**Run 1: congestion heat map**

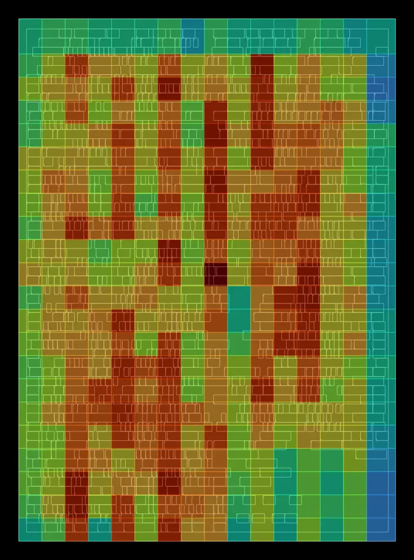
**Run 1: cells coloured by class**

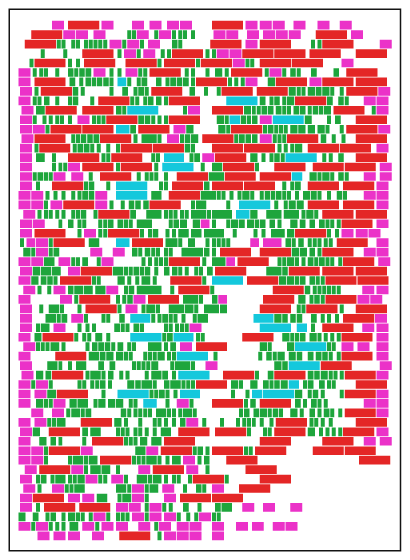
**Run 1: pin placement**

Pins as bars across the die edge, other pins in grey.
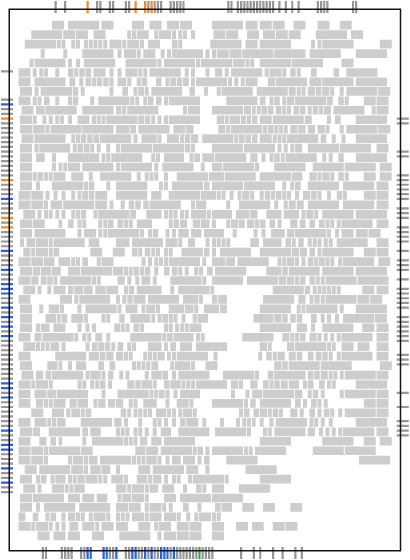
[src/rtl/mem_port_arbiter.sv]
`timescale 1ns/1ps
// Byte-serial scheduler for the shared memory port: fetch vs load/store, first byte one cycle after grant, registered done pulse.
// Requesters hold their inputs until done; IO stores stall while io_buffer_full is high and leave a gap cycle after every byte.
module mem_port_arbiter #(
    parameter int ADDR_W = 32
) (
    input  logic              clk,
    input  logic              rst,
    input  logic              if_req,
    input  logic [ADDR_W-1:0] if_addr,
    output logic              if_done,
    output logic [31:0]       if_data,
    input  logic              d_req,
    input  logic              d_we,
    input  logic [ADDR_W-1:0] d_addr,
    input  logic [2:0]        d_len,
    input  logic              d_signed,
    input  logic [31:0]       d_wdata,
    output logic              d_done,
    output logic [31:0]       d_rdata,
    input  logic [7:0]        mem_din,
    output logic [7:0]        mem_dout,
    output logic [31:0]       mem_a,
    output logic              mem_wr,
    input  logic              io_buffer_full,
    output logic              busy
);

    typedef enum logic [2:0] {IDLE, RD, RD_LAST, WR, IO_GAP} state_t;

    state_t            state, state_nx;
    logic [ADDR_W-1:0] base;
    logic [2:0]        nbytes, idx;
    logic              is_fetch, sgn;
    logic [31:0]       wbuf, rbuf;
    logic [1:0]        streak;

    logic              f_ok, d_ok, grant_f, grant_d;
    logic [2:0]        d_nbytes;
    logic [ADDR_W-1:0] cur_a;
    logic              io_byte, io_stall, last_byte;
    logic [1:0]        cap_lane;
    logic [31:0]       rd_word, ld_ext;

    // A requester whose done pulse is up is still showing its stale request.
    assign f_ok      = if_req & ~if_done;
    assign d_ok      = d_req & ~d_done;
    assign grant_f   = (state == IDLE) & f_ok & (~d_ok | (streak >= 2'd2));
    assign grant_d   = (state == IDLE) & d_ok & ~grant_f;
    assign d_nbytes  = (d_len == 3'd1) ? 3'd1 : (d_len == 3'd2) ? 3'd2 : 3'd4;
    assign cur_a     = base + ADDR_W'(idx);
    assign io_byte   = (cur_a[17:16] == 2'b11);
    assign io_stall  = (state == WR) & io_byte & io_buffer_full;
    assign last_byte = (idx == nbytes - 3'd1);
    assign busy      = (state != IDLE);

    // Read data arrives one cycle behind its address, so RD captures the previous lane.
    always_comb begin
        cap_lane = (state == RD_LAST) ? 2'(nbytes - 3'd1) : 2'(idx - 3'd1);
        rd_word  = rbuf;
        rd_word[{cap_lane, 3'b000} +: 8] = mem_din;
        ld_ext   = rd_word;
        if (nbytes == 3'd1)
            ld_ext = {{24{sgn & rd_word[7]}}, rd_word[7:0]};
        else if (nbytes == 3'd2)
            ld_ext = {{16{sgn & rd_word[15]}}, rd_word[15:0]};
    end

    always_comb begin
        mem_a    = '0;
        mem_dout = '0;
        mem_wr   = 1'b0;
        if (state == RD) begin
            mem_a = 32'(cur_a);
        end else if (state == WR && !io_stall) begin
            mem_a    = 32'(cur_a);
            mem_dout = 8'(wbuf >> {idx, 3'b000});
            mem_wr   = 1'b1;
        end
    end

    always_comb begin
        state_nx = state;
        case (state)
            IDLE: begin
                if (grant_f || (grant_d && !d_we))
                    state_nx = RD;
                else if (grant_d)
                    state_nx = WR;
            end
            RD:      if (last_byte) state_nx = RD_LAST;
            RD_LAST: state_nx = IDLE;
            WR: begin
                if (io_byte) begin
                    if (!io_buffer_full)
                        state_nx = IO_GAP;
                end else if (last_byte) begin
                    state_nx = IDLE;
                end
            end
            IO_GAP:  state_nx = last_byte ? IDLE : WR;
            default: state_nx = IDLE;
        endcase
    end

    always_ff @(posedge clk or posedge rst) begin
        if (rst) begin
            state    <= IDLE;
            base     <= '0;
            nbytes   <= '0;
            idx      <= '0;
            is_fetch <= 1'b0;
            sgn      <= 1'b0;
            wbuf     <= '0;
            rbuf     <= '0;
            streak   <= '0;
            if_done  <= 1'b0;
            if_data  <= '0;
            d_done   <= 1'b0;
            d_rdata  <= '0;
        end else begin
            state   <= state_nx;
            if_done <= 1'b0;
            d_done  <= 1'b0;
            if_data <= '0;
            d_rdata <= '0;
            if (grant_f || grant_d) begin
                base     <= grant_f ? if_addr : d_addr;
                nbytes   <= grant_f ? 3'd4 : d_nbytes;
                is_fetch <= grant_f;
                sgn      <= grant_d & d_signed;
                wbuf     <= d_wdata;
                rbuf     <= '0;
                idx      <= '0;
                if (grant_f)
                    streak <= '0;
                else if (if_req && streak != 2'd3)
                    streak <= streak + 2'd1;
            end
            case (state)
                RD: begin
                    if (idx != 3'd0)
                        rbuf <= rd_word;
                    idx <= idx + 3'd1;
                end
                RD_LAST: begin
                    if (is_fetch) begin
                        if_done <= 1'b1;
                        if_data <= rd_word;
                    end else begin
                        d_done  <= 1'b1;
                        d_rdata <= ld_ext;
                    end
                end
                WR: begin
                    if (!io_byte) begin
                        idx <= idx + 3'd1;
                        if (last_byte)
                            d_done <= 1'b1;
                    end
                end
                IO_GAP: begin
                    idx <= idx + 3'd1;
                    if (last_byte)
                        d_done <= 1'b1;
                end
                default: ;
            endcase
        end
    end

endmodule

[config.mk]
export PLATFORM = sky130hd
export DESIGN_NAME = mem_port_arbiter
export DESIGN_NICKNAME = d
export VERILOG_FILES = /design/src/rtl/mem_port_arbiter.sv
export SDC_FILE = /design/constraint.sdc
export NUM_CORES = 1
export LEC_CHECK = 0
export ABC_AREA = 1
export CAP_MARGIN = 15
export CORE_ASPECT_RATIO = 1.4
export CORE_MARGIN = 2
export CORE_UTILIZATION = 54
export DETAILED_ROUTE_END_ITERATION = 8
export GPL_ROUTABILITY_DRIVEN = 1
export PLACE_DENSITY = 0.87
export REMOVE_ABC_BUFFERS = 1
export SETUP_SLACK_MARGIN = 0.1
export SYNTH_ARGS = -nofsm -noshare
export SYNTH_HDL_FRONTEND = slang
export SYNTH_SLANG_ARGS = --single-unit
[constraint.sdc]
create_clock -name clk -period 14.9 [get_ports clk]
set_clock_uncertainty 0.1 [all_clocks]
set_input_delay 2.98 -clock clk [delete_from_list [all_inputs] [get_ports clk]]
set_output_delay 2.98 -clock clk [all_outputs]
set_load 0.05 [all_outputs]
==> impl_metrics.json, run 1 <==
{
  "outcome": "finished, final reports clean",
  "critical_path_depth": 8,
  "grt_pass1_vias": 8155,
  "dp_hpwl_um": 17200,
  "slowest_stage": "clkdlybuf4s50_1",
  "antenna-diode-count": 0,
  "drt_iter0_drc": 583,
  "ant_nets": 0,
  "combPwrFrac": 0.515,
  "p_per_area_nw_per_um2": 204,
  "startpoint": "io_buffer_full",
  "yosysChipArea_um2": 8830,
  "p_seq_frac": 0.298,
  "numCtsBuffers": 17,
  "clk_share": 0.0514,
  "seq_power_uw": 713,
  "synthSimpleGateAreaFrac": 0.249,
  "via_count": 8214,
  "switching_power_uw": 1180,
  "cp-endpoint": "mem_a[2]",
  "pg_comb_uw": 1230,
  "hp-class": "flip-flop to flip-flop",
  "top_power_group": "combinational logic",
  "yosys-top-cells-count": "nand2_1, dfrtp_1, inv_1, nor2_1, o21ai_0",
  "worst_pin_slew_ps": 1130,
  "slew_headroom": 0.248,
  "ys_cells": 1120,
  "ys_sh_aoi": 0.108,
  "ff_type": "dfrtp_1"
}
About 'congestion heat map':
GR peak layer: met2
met1 Use GR: 0.316

About 'cells coloured by class':
remaining logic cells: in green, cells 898, share of their area 37%. remaining buffers and delay cells: in magenta, cells 227, share of their area 20%. clock drivers and dummy loads: in cyan, cells 32, share of their area 5.3%. registers: in red, cells 175, share of their area 38%.
Row Count: 55
final instance area: 11700 um2
post-layout util: 0.729

About 'pin placement':
rst: in green, pins 1, direction input, edge bottom. mem_dout: in orange, pins 8, direction output, edge 4 left, 4 top. mem_a: in blue, pins 32, direction output, edge 19 left, 13 bottom.
All pins by edge: 85 left, 50 bottom, 45 top, 42 right.
Die Ht: 155 um
Port Buffer Count: 221
Die Wd: 112 um

==> run 1 -> run 2 <==
Settings changed: CORE_UTILIZATION 54 to 50, PLACE_DENSITY 0.87 to 0.81.
Clock period 14.9 ns to 8.3 ns, I/O delays scaled along.
**Run 2: cells coloured by class**

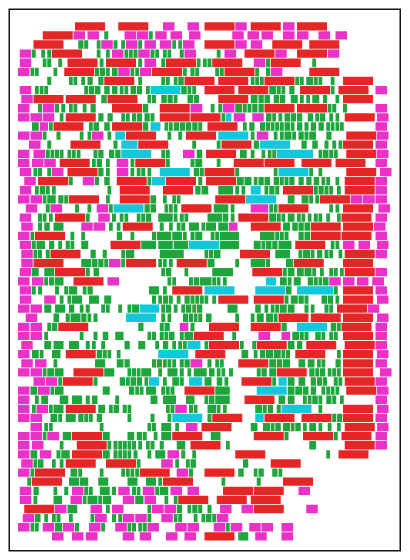
remaining buffers and delay cells: in magenta, cells 226, share of their area 20%. clock drivers and dummy loads: in cyan, cells 32, share of their area 5.3%. registers: in red, cells 175, share of their area 38%. remaining logic cells: in green, cells 898, share of their area 37%.
flop share of the area: 0.372
core area: 17300 um2
post-layout util: 0.680
final instance area: 11800 um2

**Run 2: pin placement**

Pins as bars across the die edge, other pins in grey.
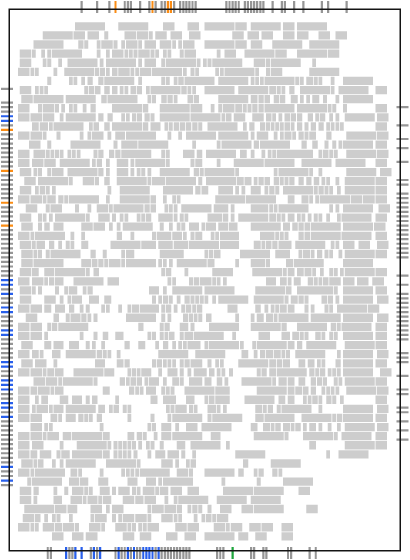
rst: in green, pins 1, direction input, edge bottom. mem_dout: in orange, pins 8, direction output, edge 4 left, 4 top. mem_a: in blue, pins 32, direction output, edge 19 left, 13 bottom.
All pins by edge: 86 left, 48 bottom, 46 right, 42 top.
Die Wd: 116 um
Die Ht: 161 um

==> impl_metrics.json, run 2 <==
{
  "ys_cells": 1120,
  "p_seq_frac": 0.296,
  "drt_iter0_drc": 583,
  "comb_share": 0.307,
  "combPwrFrac": 0.512,
  "port-buffer-count": 221,
  "worst_pin_slew_ps": 1080,
  "yosysChipArea_um2": 8830,
  "nWellTaps": 236,
  "clk_share": 0.0520,
  "grt_first_pass_wirelength_um": 39500,
  "outcome": "finished, final reports clean",
  "critical_path_depth": 17,
  "seq_power_uw": 1280,
  "synthSimpleGateAreaFrac": 0.249,
  "pg_comb_uw": 2210,
  "startpoint": "idx[0]",
  "ys_sh_aoi": 0.108,
  "grt_busiest_layer": "met2",
  "ant_nets": 0,
  "top_power_group": "combinational logic",
  "antenna-diode-count": 0,
  "slew_headroom": 0.277,
  "use_met1": 0.307,
  "hp-class": "flip-flop to flip-flop",
  "row_count": 57,
  "grt_pass1_vias": 7986,
  "numCtsBuffers": 17,
  "slowest_stage": "dfrtp_1",
  "dp_hpwl_um": 18000,
  "yosys-top-cells-count": "nand2_1, dfrtp_1, inv_1, nor2_1, o21ai_0",
  "cp-endpoint": "mem_a[6]",
  "inv_count": 164,
  "cp.required_ps": 6540,
  "wl_met1_um": 9070,
  "switching_power_uw": 2090
}
**Run 2: wire density map**

The bar under the picture is 20 um long. The die is cut into 23 by 32 equal tiles; dark blue is low, red is high, scaled to the fullest tile. Values are wire area over tile area, all layers added.
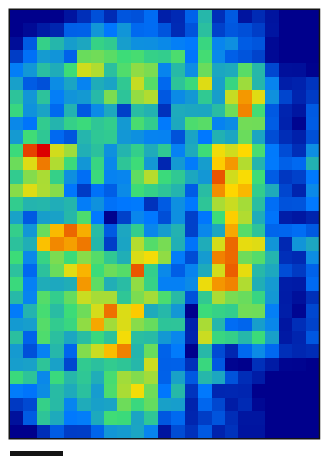
The mean over all tiles is 0.21. 22% of the tiles are over half the peak. The emptiest ninth of the die: bottom right.
via count: 8039
Avg WL per Cell: 15.5 um
GRT Overall Usage: 0.269
WL final: 24400 um

==> run 2 -> run 3 <==
Clock period 8.3 ns to 6.46 ns, I/O delays scaled along.
**Run 3: wire density map**

The bar under the picture is 20 um long. The die is cut into 23 by 32 equal tiles; dark blue is low, red is high, scaled to the fullest tile. Values are wire area over tile area, all layers added.
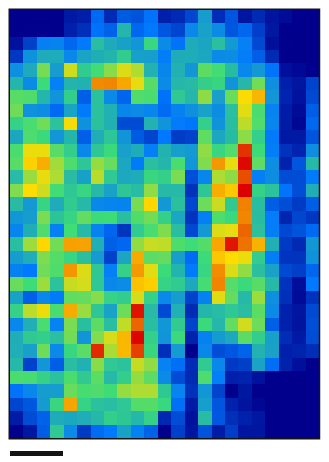
25% of the tiles are over half the peak. The fullest tile reaches 0.58. 6.7% of the tiles are nearly empty. The densest ninth of the die: left middle.
WL final: 24600 um
Avg WL per Cell: 15.7 um
GRT Overall Usage: 0.271
via count: 7998

**Run 3: pin placement**

Pins as bars across the die edge, other pins in grey.
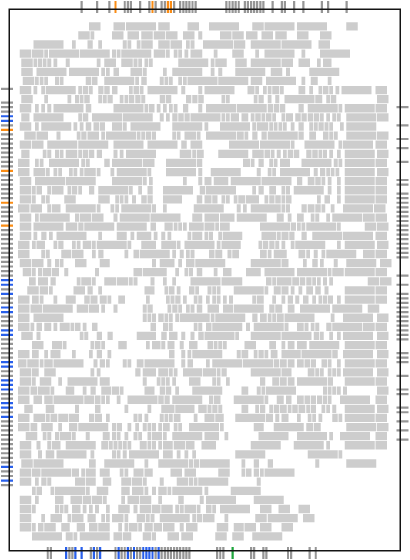
mem_dout: in orange, pins 8, direction output, edge 4 left, 4 top. rst: in green, pins 1, direction input, edge bottom. mem_a: in blue, pins 32, direction output, edge 19 left, 13 bottom.

==> impl_metrics.json, run 3 <==
{
  "cp.required_ps": 5070,
  "sh_seq_area": 0.373,
  "row_count": 57,
  "port-buffer-count": 221,
  "numCtsBuffers": 17,
  "slowest_stage": "clkdlybuf4s50_1",
  "grt_pass1_vias": 7978,
  "p_seq_frac": 0.297,
  "die_x_um": 116,
  "switching_power_uw": 2730,
  "use_met1": 0.310,
  "ys_sh_aoi": 0.108,
  "inv_count": 164,
  "nWellTaps": 236,
  "ant_nets": 0,
  "critical_path_depth": 16,
  "startpoint": "idx[1]",
  "outcome": "finished, final reports clean",
  "combPwrFrac": 0.515,
  "grt_busiest_layer": "met2",
  "design_area_um2": 11700,
  "core_um2": 17300,
  "clk_share": 0.0507,
  "wl_met1_um": 9370
}
**Run 3: congestion heat map**

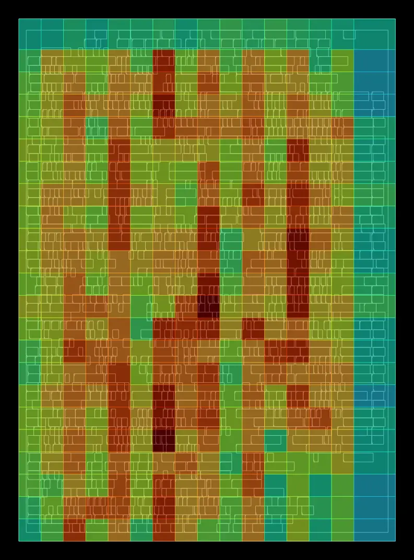
met2 Resource Use GR: 0.488
post-layout util: 0.677
met3 Use GR: 0.0570

